--- config.mk ---
export PLATFORM = sky130hd
export DESIGN_NAME = mux13_scan_ctrl
export DESIGN_NICKNAME = d
export VERILOG_FILES = /design/src/rtl/mux13_scan_ctrl.sv
export SDC_FILE = /design/constraint.sdc
export NUM_CORES = 1
export LEC_CHECK = 0
export CORE_MARGIN = 2
export CORE_UTILIZATION = 35
export DETAILED_ROUTE_END_ITERATION = 6
export PLACE_DENSITY = 0.58
export SKIP_LAST_GASP = 1
export SLEW_MARGIN = 20
export SYNTH_ARGS = -nofsm -noshare
export SYNTH_HDL_FRONTEND = slang
export SYNTH_SLANG_ARGS = --single-unit
--- constraint.sdc ---
create_clock -name clk -period 9.3 [get_ports clk]
set_clock_uncertainty 0.2 [all_clocks]
set_input_delay 1.395 -clock clk [delete_from_list [all_inputs] [get_ports clk]]
set_output_delay 1.395 -clock clk [all_outputs]
set_load 0.005 [all_outputs]
--- src/rtl/mux13_scan_ctrl.sv ---
// Select sequencer and capture stage for a 13:1 select mux: steps the select
// through enabled channels, samples the mux output after a settle time, and hands off the word.
module mux13_scan_ctrl #(
    parameter int NCH    = 13,
    parameter int SELW   = 4,
    parameter int SETTLE = 1
) (
    input  logic            clk,
    input  logic            rst_n,
    input  logic            start,
    input  logic            cont,
    input  logic [NCH-1:0]  ch_mask,
    output logic [SELW-1:0] s,
    input  logic            mux_o,
    output logic [NCH-1:0]  word,
    output logic            valid,
    input  logic            ready,
    output logic            busy,
    output logic            ovf
);

    localparam int CW = 4;

    typedef enum logic [1:0] {IDLE, SEL, SAMP} state_t;

    state_t          state_q, state_d;
    logic [SELW-1:0] s_q, s_d;
    logic [CW-1:0]   cnt_q, cnt_d;
    logic [NCH-1:0]  mask_q, mask_d;
    logic [NCH-1:0]  buf_q, buf_d;
    logic [NCH-1:0]  word_q, word_d;
    logic            valid_q, valid_d;
    logic            ovf_q, ovf_d;
    logic            complete;

    function automatic logic any_from(input logic [NCH-1:0] m, input int from);
        any_from = 1'b0;
        for (int k = 0; k < NCH; k++) begin
            if (k >= from && m[k]) any_from = 1'b1;
        end
    endfunction

    // Descending scan so the lowest enabled channel at or above 'from' wins.
    function automatic logic [SELW-1:0] first_from(input logic [NCH-1:0] m, input int from);
        first_from = '0;
        for (int k = NCH - 1; k >= 0; k--) begin
            if (k >= from && m[k]) first_from = SELW'(k);
        end
    endfunction

    always_comb begin
        state_d  = state_q;
        s_d      = s_q;
        cnt_d    = cnt_q;
        mask_d   = mask_q;
        buf_d    = buf_q;
        word_d   = word_q;
        valid_d  = valid_q;
        ovf_d    = ovf_q;
        complete = 1'b0;

        case (state_q)
            IDLE: begin
                if (start) begin
                    mask_d = ch_mask;
                    buf_d  = '0;
                    ovf_d  = 1'b0;
                    if (|ch_mask) begin
                        state_d = SEL;
                        s_d     = first_from(ch_mask, 0);
                        cnt_d   = '0;
                    end else begin
                        complete = 1'b1;
                    end
                end
            end
            SEL: begin
                if (cnt_q == CW'(SETTLE - 1)) state_d = SAMP;
                else                          cnt_d   = cnt_q + 1'b1;
            end
            SAMP: begin
                // An empty mask under continuous mode also lands here; nothing is captured then.
                if (mask_q[int'(s_q)]) buf_d[int'(s_q)] = mux_o;
                if (any_from(mask_q, int'(s_q) + 1)) begin
                    state_d = SEL;
                    s_d     = first_from(mask_q, int'(s_q) + 1);
                    cnt_d   = '0;
                end else begin
                    complete = 1'b1;
                end
            end
            default: state_d = IDLE;
        endcase

        if (complete) begin
            word_d  = buf_d;
            valid_d = 1'b1;
            if (valid_q && !ready) ovf_d = 1'b1;
            if (cont) begin
                mask_d = ch_mask;
                buf_d  = '0;
                if (|ch_mask) begin
                    state_d = SEL;
                    s_d     = first_from(ch_mask, 0);
                    cnt_d   = '0;
                end else begin
                    state_d = SAMP;
                end
            end else begin
                state_d = IDLE;
            end
        end else if (valid_q && ready) begin
            valid_d = 1'b0;
        end
    end

    always_ff @(posedge clk or negedge rst_n) begin
        if (!rst_n) begin
            state_q <= IDLE;
            s_q     <= '0;
            cnt_q   <= '0;
            mask_q  <= '0;
            buf_q   <= '0;
            word_q  <= '0;
            valid_q <= 1'b0;
            ovf_q   <= 1'b0;
        end else begin
            state_q <= state_d;
            s_q     <= s_d;
            cnt_q   <= cnt_d;
            mask_q  <= mask_d;
            buf_q   <= buf_d;
            word_q  <= word_d;
            valid_q <= valid_d;
            ovf_q   <= ovf_d;
        end
    end

    assign s     = s_q;
    assign word  = word_q;
    assign valid = valid_q;
    assign ovf   = ovf_q;
    assign busy  = (state_q != IDLE);

endmodule

Fig. 1: run 1, zoomed window
Bar = 10 µm. Region (31, 10) to (71, 50) µm. Cells in gray, sequential cells in the stronger gray; small squares are vias.
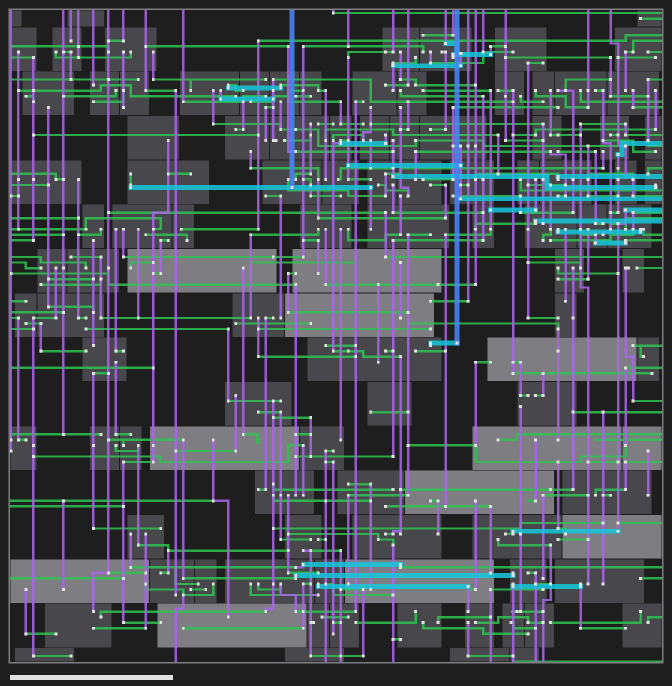
- M4: blue
- M1: green
- M2: purple
- M3: cyan
- most frequent: dfrtp_1 (11), nand2_1 (8), a21oi_1 (7)
- netlist names of flops here include: `mask_q` (8), `s` (3)
- cells with their middle in the window: 99
- sequential cells in the window: 11

Fig. 2: run 1, routing congestion
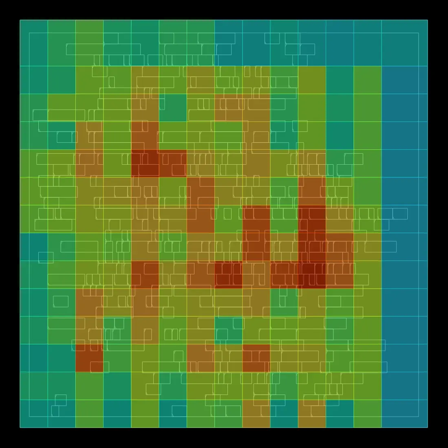
GRT Max-Usage Layer: met2
DR WL/cell: 16.2 µm
Core Util, Final: 41.9%
met2 usage: 26.8%
all-layer global routing usage: 16.5%

Fig. 3: run 1, signal wires on met1
Bar = 20 µm. Supply wires on this layer in gray. Cells faint in the background.
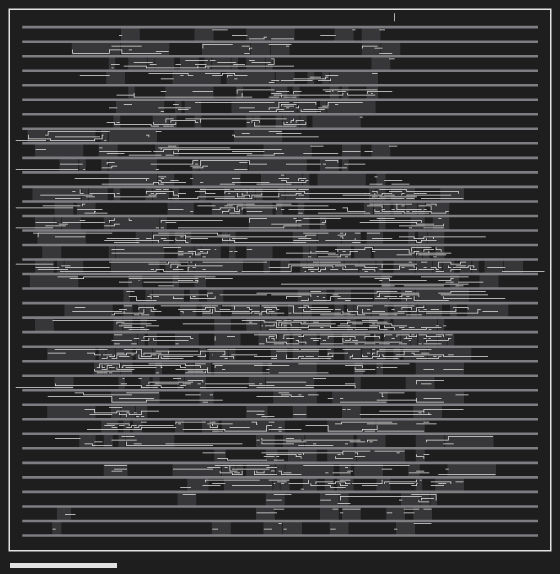
- longest straight run: 35.0 µm
- nets with wire on the layer: 377
- share of all routed wire: 47%
- wire length on this layer: 3730 µm
M1 GR Usage: 23.4%
detailed-route via count: 2779
final wirelength: 8020 µm

==> impl_metrics.toml, run 1 <==
# physical design summary
[outcome]
status = "finished, final reports clean"

[final_timing]
max_freq_mhz = 218
slew_headroom_pct = 36.5
fin_crit_sh_pct = 49.3
whs_ns = 0.296
worst_slew_pin_slew_ns = 0.947
grt_setup_unrepaired = "no"
hold_violations = 0
final-setup-viol-count = 0
drv_slew = 0
final.min_clock_period_ns = 4.58
finalSetupTns_ns = 0
finalWorstSetupSlack_ns = 4.72

[yosys]
yosys_cells = 353
edf_count = 0
ys_sh_simple_pct = 17.6
synth_area_um2 = 3300
aoi_share_pct = 21.3
synth_cell_types = 69
synth_top_cell_by_area = "dfrtp_1"
numSynthFlops = 51
most_common_cell = "dfrtp_1"
ff_type = "dfrtp_1"
synthArstFlopShare_pct = 100
common_cells = "dfrtp_1, nor2_1, nand2_1"
yosys-stat-area_um2 = 3300
avgSynthCellArea_um2 = 9.35
syn-num-nets = 380
ys_sh_xor_pct = 0.796
ys_sh_adder_pct = 3.03
seq_area_frac_synth_pct = 38.7
area_leaders = "dfrtp_1, mux2i_1, nor2_1"
synth.logic.top_family = "AND-OR/OR-AND gates"
synth_top_area_share_pct = 38.7
yosys_warnings = 0
yosys-mux-area-fraction_pct = 12.1
syn_inst = 353

[worst_setup_path]
crit_family = "AND-OR/OR-AND gates"
r2r_cells = 8
cp_num_cells = 8
crit_fanout = 27
worstSetupEndpointType = "flop"
cpMaxStageDelayCell = "dfrtp_1"
cp-start-kind = "flop"
r2r_slack_ns = 4.72
reg2reg_to = "s[2]$_DFF_PN0_"
worstSetupPathType = "reg -> reg"
max_stage_delay_ns = 0.89
r2r-start = "s[0]$_DFF_PN0_"
cp.required_ns = 9.35
arrival_ns = 4.63
critical_path_buf_inv_count = 0
path_cells = "ha_1 -> o21ai_0 -> a2111oi_4 -> o21ai_2 -> nor4_4 -> a21oi_4 -> nor2b_2 -> a32o_1"

[floorplanning]
ios = 39
die-area_um2 = 10200
coreArea_um2 = 9200
die_w_um = 101
fp-utilization_pct = 35.9
num_rows = 35
fp.dieH_um = 101

[run]
tool_warnings = 32
drv_cap = 0

[global_routing]
grt_pass1_vias = 2712
grt_max_degree = 52
grt_overflow = 0
antenna_found_initial = 0
use_met3_pct = 2.42
grt_pass1_wl_um = 13700

[route]
postRouteAntennaNets = 0
via_per_inst = 5.61
drtIter0Drc = 212
drt-pass1-iter-count = 5
drc_errors = 0

[cells_and_area]
final-comb-area_um2 = 1820
layout.nets = 410
drive_gt1_share_pct = 10.2
nFillCells = 896
ff_latch_area_um2 = 1280
antenna_cells = 0
instances_no_fill = 495
synthToLayoutAreaGrowth_pct = 16.7

[min_path]
min_to = "ovf$_DFF_PN0_"
hp-start = "ovf$_DFF_PN0_"
hold_path_depth = 2
hold_class = "reg -> reg"

[clock_tree]
cts_resized = 0
insertion_delay_ns = 0.31
cts_tree = "done"
ctsRootBufferMaster = "clkbuf_8"
post_cts_buffers = 0
clkSinkCount = 51
clk_path_buf_depth = 2
htree_levels = 2
cts_buffers = 5
ctsHoldBuffers = 0
clk_pin_slew_worst_paths_ns = 0.10

[placement]
dp_hpwl_um = 5840
dp.cells = 487
dp_slack_ns = 4.60
routabilityCongestion = 0.910
port_buffers = 38

[pwr]
power.leakage_nw = 1.77
vdd_drop_max_uv = 97.6
powerDensity_nw_per_um2 = 285
run 1: state kept, by name, indices dropped and copies added (netlist names):
register	count
buf_q	13
cnt_q	4
mask_q	13
ovf	1
s	4
state_q	2
valid	1
word	13
run 1: layout make-up:
type | instances | share of cell area, %
multi-input cells | 253 | 47.2
flip-flops and latches | 51 | 33.1
repair buffers | 39 | 9.93
well taps | 111 | 3.60
inverters | 33 | 3.21
clock buffers | 5 | 1.79
clock inverters | 3 | 1.20
run 1: stage by stage:
| step | cell area, µm² | power (W) |
|---|---|---|
| 2_1_floorplan | 3300 | 0.000772 |
| 3_3_place_gp | 3730 | 0.000929 |
| 3_5_place_dp | 3730 | 0.000935 |
| 4_1_cts | 3850 | 0.00110 |
| 5_1_grt | 3850 | 0.00119 |
| 6_report | 3850 | 0.00110 |
run 1: cell families (layout without fill, tap and decap cells):
kind of cell,count (synthesis),after routing
xor+xnor,3,3
compound gates,93,93
buf+inv,49,80
simple gates,118,118
mux,31,31
fa+ha+maj,8,8
flops,51,51
run 1: worst register-to-register path: cells and delay by family (launching register included):
kind | cells | cell delay (ns)
AOI/OAI and AO/OA | 5 | 1.43
and+or+nand+nor | 2 | 1.14
DFF | 1 | 0.89
adders and majority gates | 1 | 0.88
run 1: routing by layer:
| metal | vias to the layer above | wire length [µm] |
|---|---|---|
| met5 | - | 0 |
| met4 | 0 | 104 |
| met3 | 10 | 279 |
| met2 | 72 | 3900 |
| met1 | 1360 | 3730 |
| li1 | 1337 | - |
run 1: worst max path at each step:
stage / from / to / slack [ns]
after floorplan: s[0]$_DFF_PN0_ / mask_q[10]$_DFF_PN0_ / 5.81
after global placement: s[0]$_DFF_PN0_ / s[2]$_DFF_PN0_ / 4.84
after detailed placement: s[0]$_DFF_PN0_ / s[2]$_DFF_PN0_ / 4.60
after CTS: s[0]$_DFF_PN0_ / s[2]$_DFF_PN0_ / 4.60
after global routing: s[0]$_DFF_PN0_ / buf_q[12]$_DFF_PN0_ / 4.34
final: s[0]$_DFF_PN0_ / s[2]$_DFF_PN0_ / 4.72
run 1: power by group:
group          switching [W]  total, W  internal, W
sequential          0.000103  0.000389     0.000287
clock              0.0000774  0.000159    0.0000812
combinational       0.000290  0.000551     0.000261
run 1: placed cells by master (no fill, tap or decap), drive strengths merged, types with 2 or more instances in the layout:
master	instances
a2111oi	3
a211o	2
a211oi	3
a21boi	4
a21oi	18
a221oi	3
a22oi	3
a31oi	4
a32oi	13
and3	2
buf	2
clkbuf	5
clkdlybuf4s50	37
dfrtp	51
ha	8
inv	33
mux2	13
mux2i	15
mux4	3
nand2	36
nand2b	5
nand3	8
nand4	2
nand4b	2
nor2	37
nor2b	5
nor3	10
nor3b	3
nor4	4
o21ai	17
o21bai	3
o22ai	2
o31ai	2
o41ai	2
xnor2	2
Fig. 4: run 1, cells by drive strength
Bar = 20 µm.
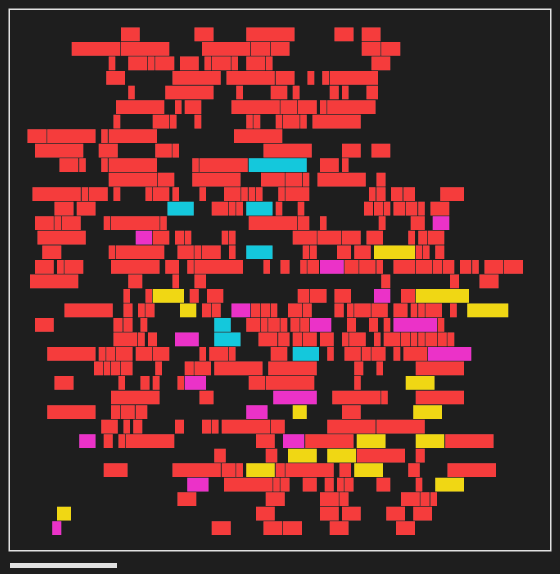

--- run 2 (diff from run 1) ---
- PLACE_DENSITY: 0.58 -> 0.6
- clock period: 9.3 -> 4.2 ns (I/O delays scaled with it)
Fig. 5: run 2, cells by drive strength
Bar = 20 µm.
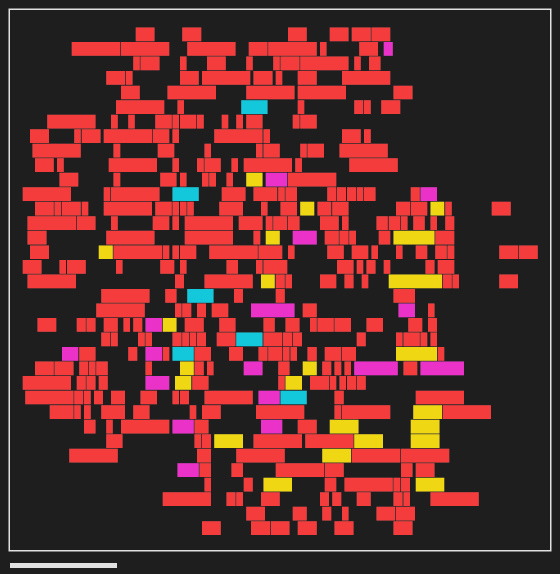
- x2: magenta (cells 17; share 4.3%)
- x1 and smaller: red (cells 345; share 88%)
- x6 and larger: cyan (cells 6; share 1.5%)
- x3 and x4: yellow (cells 23; share 5.9%)

==> run 2 against run 1 <==
Utilization up 0.30 points. Cell area up 0.71%. First-iteration DRC count down 17%. Setup slack worse by 4.2 ns. Clock power up 94%. Synthesized cell count unchanged. Power up 120%. Maximum frequency up 25%. Critical path depth up 2. Critical path type unchanged. Critical endpoint is now mask_q[1]$_DFF_PN0_. Highest routed layer unchanged.
==> impl_metrics.toml, run 2 <==
# physical design summary
[yosys]
yosys-stat-area_um2 = 3300
numSynthFlops = 51
seq_area_frac_synth_pct = 38.7
synthArstFlopShare_pct = 100
syn-num-nets = 380
synth_cell_types = 69
synth_area_um2 = 3300
ff_type = "dfrtp_1"
syn_inst = 353
yosys_warnings = 0
most_common_cell = "dfrtp_1"
area_leaders = "dfrtp_1, mux2i_1, nor2_1"
synth_top_area_share_pct = 38.7
avgSynthCellArea_um2 = 9.35
synth_top_cell_by_area = "dfrtp_1"
edf_count = 0
yosys_cells = 353
common_cells = "dfrtp_1, nor2_1, nand2_1"

[floorplanning]
die_w_um = 101
fp-utilization_pct = 35.9
coreArea_um2 = 9200
fp.dieH_um = 101
die-area_um2 = 10200
num_rows = 35
ios = 39

[worst_setup_path]
worstSetupEndpointType = "flop"
cp.required_ns = 4.20
crit_fanout = 19
cp-start-kind = "flop"
worstSetupPathType = "reg -> reg"
r2r_cells = 10
arrival_ns = 3.68

[clock_tree]
post_cts_buffers = 0
cts_buffers = 5
htree_levels = 2
clkSinkCount = 51
ctsHoldBuffers = 0
clk_pin_slew_worst_paths_ns = 0.11
insertion_delay_ns = 0.32
ctsRootBufferMaster = "clkbuf_8"
cts_resized = 0
cts_tree = "done"
clk_path_buf_depth = 2

[final_timing]
grt_setup_unrepaired = "no"
final-setup-viol-count = 0
max_freq_mhz = 272
drv_slew = 0
hold_violations = 0
fin_crit_sh_pct = 87.5
slew_headroom_pct = 37.9
final.min_clock_period_ns = 3.68
finalWorstSetupSlack_ns = 0.524
worst_slew_pin_slew_ns = 0.926
finalSetupTns_ns = 0

[route]
routed_wirelength_um = 8230
via_per_inst = 5.57
drtIter0Drc = 175
drc_errors = 0
avgRoutedWirePerCell_um = 16.4
num_vias = 2796
postRouteAntennaNets = 0
drt-pass1-iter-count = 4

[cells_and_area]
layout.nets = 417
antenna_cells = 0
synthToLayoutAreaGrowth_pct = 17.6
lay_top_count = "dfrtp_1"
nFillCells = 924
drive_gt1_share_pct = 11.8
layout_top_cells = "dfrtp_1, nor2_1, clkdlybuf4s50_1"

[global_routing]
grt_max_degree = 31
grtUsageTotal_pct = 17.6
grt_overflow = 0
antenna_found_initial = 0
grt_pass1_vias = 2707
grt_pass1_wl_um = 14200

[pwr]
netSwitchingPower_w = 0.00106
combPwrFrac_pct = 53.6
power.leakage_nw = 1.80
pwr-share-clk_pct = 12.8
pwr-share-seq_pct = 33.7
swShare_pct = 43.7
vdd_drop_max_uv = 255
internal-power_w = 0.00136
powerDensity_nw_per_um2 = 624

[placement]
dp_hpwl_um = 6220
routabilityCongestion = 0.899
port_buffers = 38
dp_slack_ns = 0.543

[outcome]
status = "finished, final reports clean"

[run]
drv_cap = 0
tool_warnings = 32

[min_path]
hold_class = "in -> async"
==> run 2: netlist changes by cell type in the layout (fill, tap and decap cells not counted), sizes merged <==
cell,change
clkinvlp,-1
bufinv,-1
buf,+7
clkinv,+2
==> run 2: area by class of cell <==
cell class                      instances  area (µm²)  share of cell area (%)
Clock buffer                            5        68.8                    1.77
Clock inverter                          3        28.8                   0.741
Inverter                               33         124                    3.19
Multi-Input combinational cell        253        1810                    46.6
Sequential cell                        51        1280                    32.9
Tap cell                              111         139                    3.58
Timing Repair Buffer                   46         435                    11.2
==> run 2: logic make-up (layout without fill, tap and decap cells) <==
group / count (synthesis) / count (layout) / share of synthesized area, %
compound gates: 93 / 93 / 21.3
mux: 31 / 31 / 12.0
fa+ha+maj: 8 / 8 / 3.03
flops: 51 / 51 / 38.7
simple gates: 118 / 118 / 17.6
buf+inv: 49 / 87 / 6.52
xor+xnor: 3 / 3 / 0.796
==> run 2: layer usage <==
metal / global-route usage [%] / wire length (µm) / up-vias
met1: 24.8 / 3870 / 1388
met5: 0 / 0 / -
met4: 5.72 / 122 / 0
met2: 28.1 / 3960 / 56
li1: - / - / 1344
met3: 2.48 / 269 / 8
==> run 2: worst paths after layout <==
path,start,to,slack (ns)
worst max-delay path,s[0]$_DFF_PN0_,mask_q[1]$_DFF_PN0_,0.52
worst min-delay path,rst_n,word[4]$_DFFE_PN0P_,0.13
worst max register to register,s[0]$_DFF_PN0_,mask_q[1]$_DFF_PN0_,0.52
worst min register to register,cnt_q[3]$_DFF_PN0_,cnt_q[3]$_DFF_PN0_,0.30
max in group asynchronous,rst_n,mask_q[7]$_DFF_PN0_,2.90
min in group clk,cnt_q[3]$_DFF_PN0_,cnt_q[3]$_DFF_PN0_,0.30
==> run 2: power groups by stage <==
stage | combinational (W) | sequential, W | clock [W]
after global routing | 0.00144 | 0.000842 | 0.000337
after global placement | 0.00129 | 0.000821 | 0
after floorplan | 0.000963 | 0.000746 | 0
after CTS | 0.00130 | 0.000814 | 0.000319
final | 0.00130 | 0.000815 | 0.000309
after detailed placement | 0.00129 | 0.000826 | 0
==> run 2: per-stage QoR <==
| step | cell area, µm² | utilization (%) | power [W] | std cells | hold WS (ns) |
|---|---|---|---|---|---|
| after floorplan | 3300 | - | 0.00171 | 353 | 0.134 |
| after global placement | 3780 | 41.2 | 0.00211 | 494 | 0.274 |
| after detailed placement | 3780 | 41.2 | 0.00212 | 494 | 0.289 |
| after CTS | 3880 | 42.2 | 0.00243 | 502 | 0.147 |
| after global routing | 3880 | 42.2 | 0.00262 | 502 | 0.175 |
| final | 3880 | 42.2 | 0.00242 | 502 | 0.126 |
==> run 2: worst max-delay path, stage by stage, from the launching register on <==
cell and delay (ns):
dfrtp_1 0.38, buf_4 0.28, ha_1 0.27, or4b_1 0.44
o211ai_1 0.12, a211oi_2 0.14, o21ai_1 0.34, nor3_2 0.09
and2_4 0.18, a21boi_2 0.70, mux2_2 0.41
--- run 3 (diff from run 2) ---
- CORE_MARGIN: 2 -> unset
==> run 3 against run 2 <==
Utilization increased by 0.27 points. Worst hold slack worse by 0.033 ns. Die area down 3.9%. Critical path type unchanged.
==> impl_metrics.toml, run 3 <==
# physical design summary
[outcome]
status = "finished, final reports clean"

[route]
routed_wirelength_um = 8050
postRouteAntennaNets = 0
via_per_inst = 5.45
drt-pass1-iter-count = 4
num_vias = 2739
avgRoutedWirePerCell_um = 16.0
drc_errors = 0
drtIter0Drc = 221

[run]
tool_warnings = 32
drv_cap = 0

[yosys]
synth_top_area_share_pct = 38.7
synth_top_cell_by_area = "dfrtp_1"
syn_inst = 353
numSynthFlops = 51
synth_area_um2 = 3300
ff_type = "dfrtp_1"
yosys-stat-area_um2 = 3300
yosys_warnings = 0
seq_area_frac_synth_pct = 38.7
area_leaders = "dfrtp_1, mux2i_1, nor2_1"
syn-num-nets = 380
yosys_cells = 353
most_common_cell = "dfrtp_1"
edf_count = 0
avgSynthCellArea_um2 = 9.35
synth_cell_types = 69
synthArstFlopShare_pct = 100
common_cells = "dfrtp_1, nor2_1, nand2_1"

[final_timing]
fin_crit_sh_pct = 89.7
max_freq_mhz = 265
grt_setup_unrepaired = "no"
hold_violations = 0
worst_slew_pin_slew_ns = 0.905
slew_headroom_pct = 39.3
final-setup-viol-count = 0
drv_slew = 0
final.min_clock_period_ns = 3.77
finalWorstSetupSlack_ns = 0.431
finalSetupTns_ns = 0
whs_ns = 0.0930

[cells_and_area]
lay_top_count = "dfrtp_1"
synthToLayoutAreaGrowth_pct = 18.3
layout.nets = 418
nFillCells = 900
antenna_cells = 0
layout_top_cells = "dfrtp_1, nor2_1, clkdlybuf4s50_1"
drive_gt1_share_pct = 12.0

[worst_setup_path]
cp.required_ns = 4.26
crit_fanout = 21
worstSetupPathType = "reg -> reg"
max_stage_delay_ns = 0.67
cpMaxStageDelayCell = "ha_1"
crit_family = "simple AND/OR/NAND/NOR gates"
arrival_ns = 3.83
path_cells = "ha_1 -> nand4b_1 -> nor2_1 -> o31ai_1 -> o21ai_2 -> nor4_4 -> buf_4 -> a21oi_2 -> nor2b_2 -> a32o_1"
critical_path_buf_inv_count = 1
worstSetupEndpointType = "flop"
cp-start-kind = "flop"

[clock_tree]
insertion_delay_ns = 0.32
ctsHoldBuffers = 0
post_cts_buffers = 0
clkSinkCount = 51
cts_buffers = 5
clk_path_buf_depth = 2
clk_pin_slew_worst_paths_ns = 0.10
ctsRootBufferMaster = "clkbuf_8"
cts_resized = 0
cts_tree = "done"
htree_levels = 2

[global_routing]
grt_max_degree = 27
grt_pass1_vias = 2599
grt_overflow = 0
grtUsageTotal_pct = 17.5
grt_pass1_wl_um = 13500
antenna_found_initial = 0

[pwr]
totalPowerFinal_w = 0.00248
power.leakage_nw = 1.81
vdd_drop_max_uv = 247
powerDensity_nw_per_um2 = 634

[floorplanning]
coreArea_um2 = 9200
num_rows = 35
ios = 39
fp.dieH_um = 99.1
die-area_um2 = 9830
fp-utilization_pct = 35.9
die_w_um = 99.1

[placement]
port_buffers = 38
dp_hpwl_um = 6060
routabilityCongestion = 0.842
dp_slack_ns = 0.454

[min_path]
hold_class = "in -> async"
==> run 3: cell counts after synthesis <==
Identical to the previous run, type by type.
==> run 3: kinds of logic after synthesis <==
logic type	Yosys count	synth area share, %
buffers and inverters	49	6.52
AND-OR/OR-AND	93	21.3
adder cells (fa/ha/maj)	8	3.03
multiplexers	31	12.0
XOR/XNOR	3	0.796
flip-flops	51	38.7
AND/OR/NAND/NOR	118	17.6
==> run 3: per-stage QoR <==
| step | instance area [µm²] | cells | util, % |
|---|---|---|---|
| floorplan | 3300 | 353 | - |
| global placement | 3790 | 495 | 41.2 |
| detailed placement | 3790 | 495 | 41.2 |
| CTS | 3910 | 503 | 42.5 |
| global route | 3910 | 503 | 42.5 |
| finish | 3910 | 503 | 42.5 |
==> run 3: final timing paths <==
path / start / to / slack [ns] / cells past startpoint
min in group clk: ovf$_DFF_PN0_ / ovf$_DFF_PN0_ / 0.29 / 2
worst min register to register: ovf$_DFF_PN0_ / ovf$_DFF_PN0_ / 0.29 / 2
worst max-delay path: s[1]$_DFF_PN0_ / s[2]$_DFF_PN0_ / 0.43 / 10
worst max register to register: s[1]$_DFF_PN0_ / s[2]$_DFF_PN0_ / 0.43 / 10
worst min-delay path: rst_n / buf_q[6]$_DFF_PN0_ / 0.09 / 1
max in group asynchronous: rst_n / mask_q[6]$_DFF_PN0_ / 2.95 / 2
==> run 3: layout make-up <==
class,count,area (µm²),share of cell area [%]
multi-input cells,253,1810,46.3
clock buffers,5,68.8,1.76
flip-flops and latches,51,1280,32.7
repair buffers,47,443,11.3
well taps,111,139,3.55
clock inverters,3,46.3,1.18
inverters,33,124,3.17
==> run 3: layer usage <==
layer / GRT usage [%] / routed length, µm / vias to the layer above / part of all wire [%]
met5: 0 / 0 / - / 0
met4: 4.30 / 71 / 0 / 0.88
met3: 2.74 / 254 / 7 / 3.2
met2: 28.0 / 3780 / 46 / 47
met1: 24.8 / 3940 / 1332 / 49
li1: - / - / 1354 / -
==> run 3: where the power goes <==
part	leakage (nW)	internal [W]	total, W	switching [W]
Clock	0.0548	0.000180	0.000354	0.000174
Combinational	1.15	0.000613	0.00131	0.000698
Sequential	0.605	0.000636	0.000812	0.000176
Fig. 6: run 3, signal wires on met1
Bar = 20 µm. Supply wires on this layer in gray. Cells faint in the background.
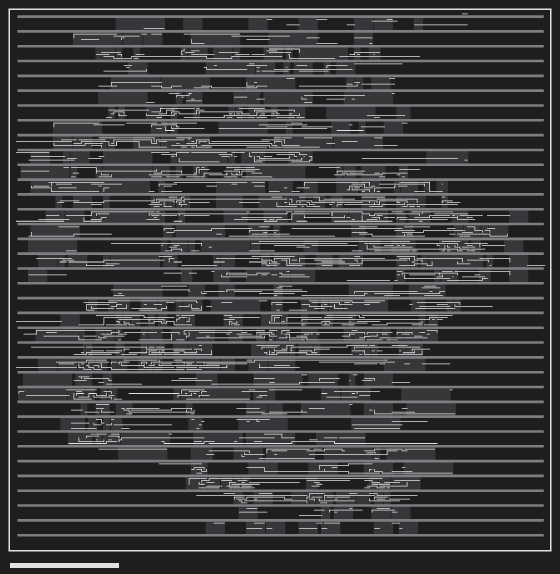
- wire length on this layer: 3940 µm
- longest straight run: 31.7 µm
- nets with wire on the layer: 386
- main direction: horizontal
- share of all routed wire: 49%

Power and IR drop assume default switching activity.
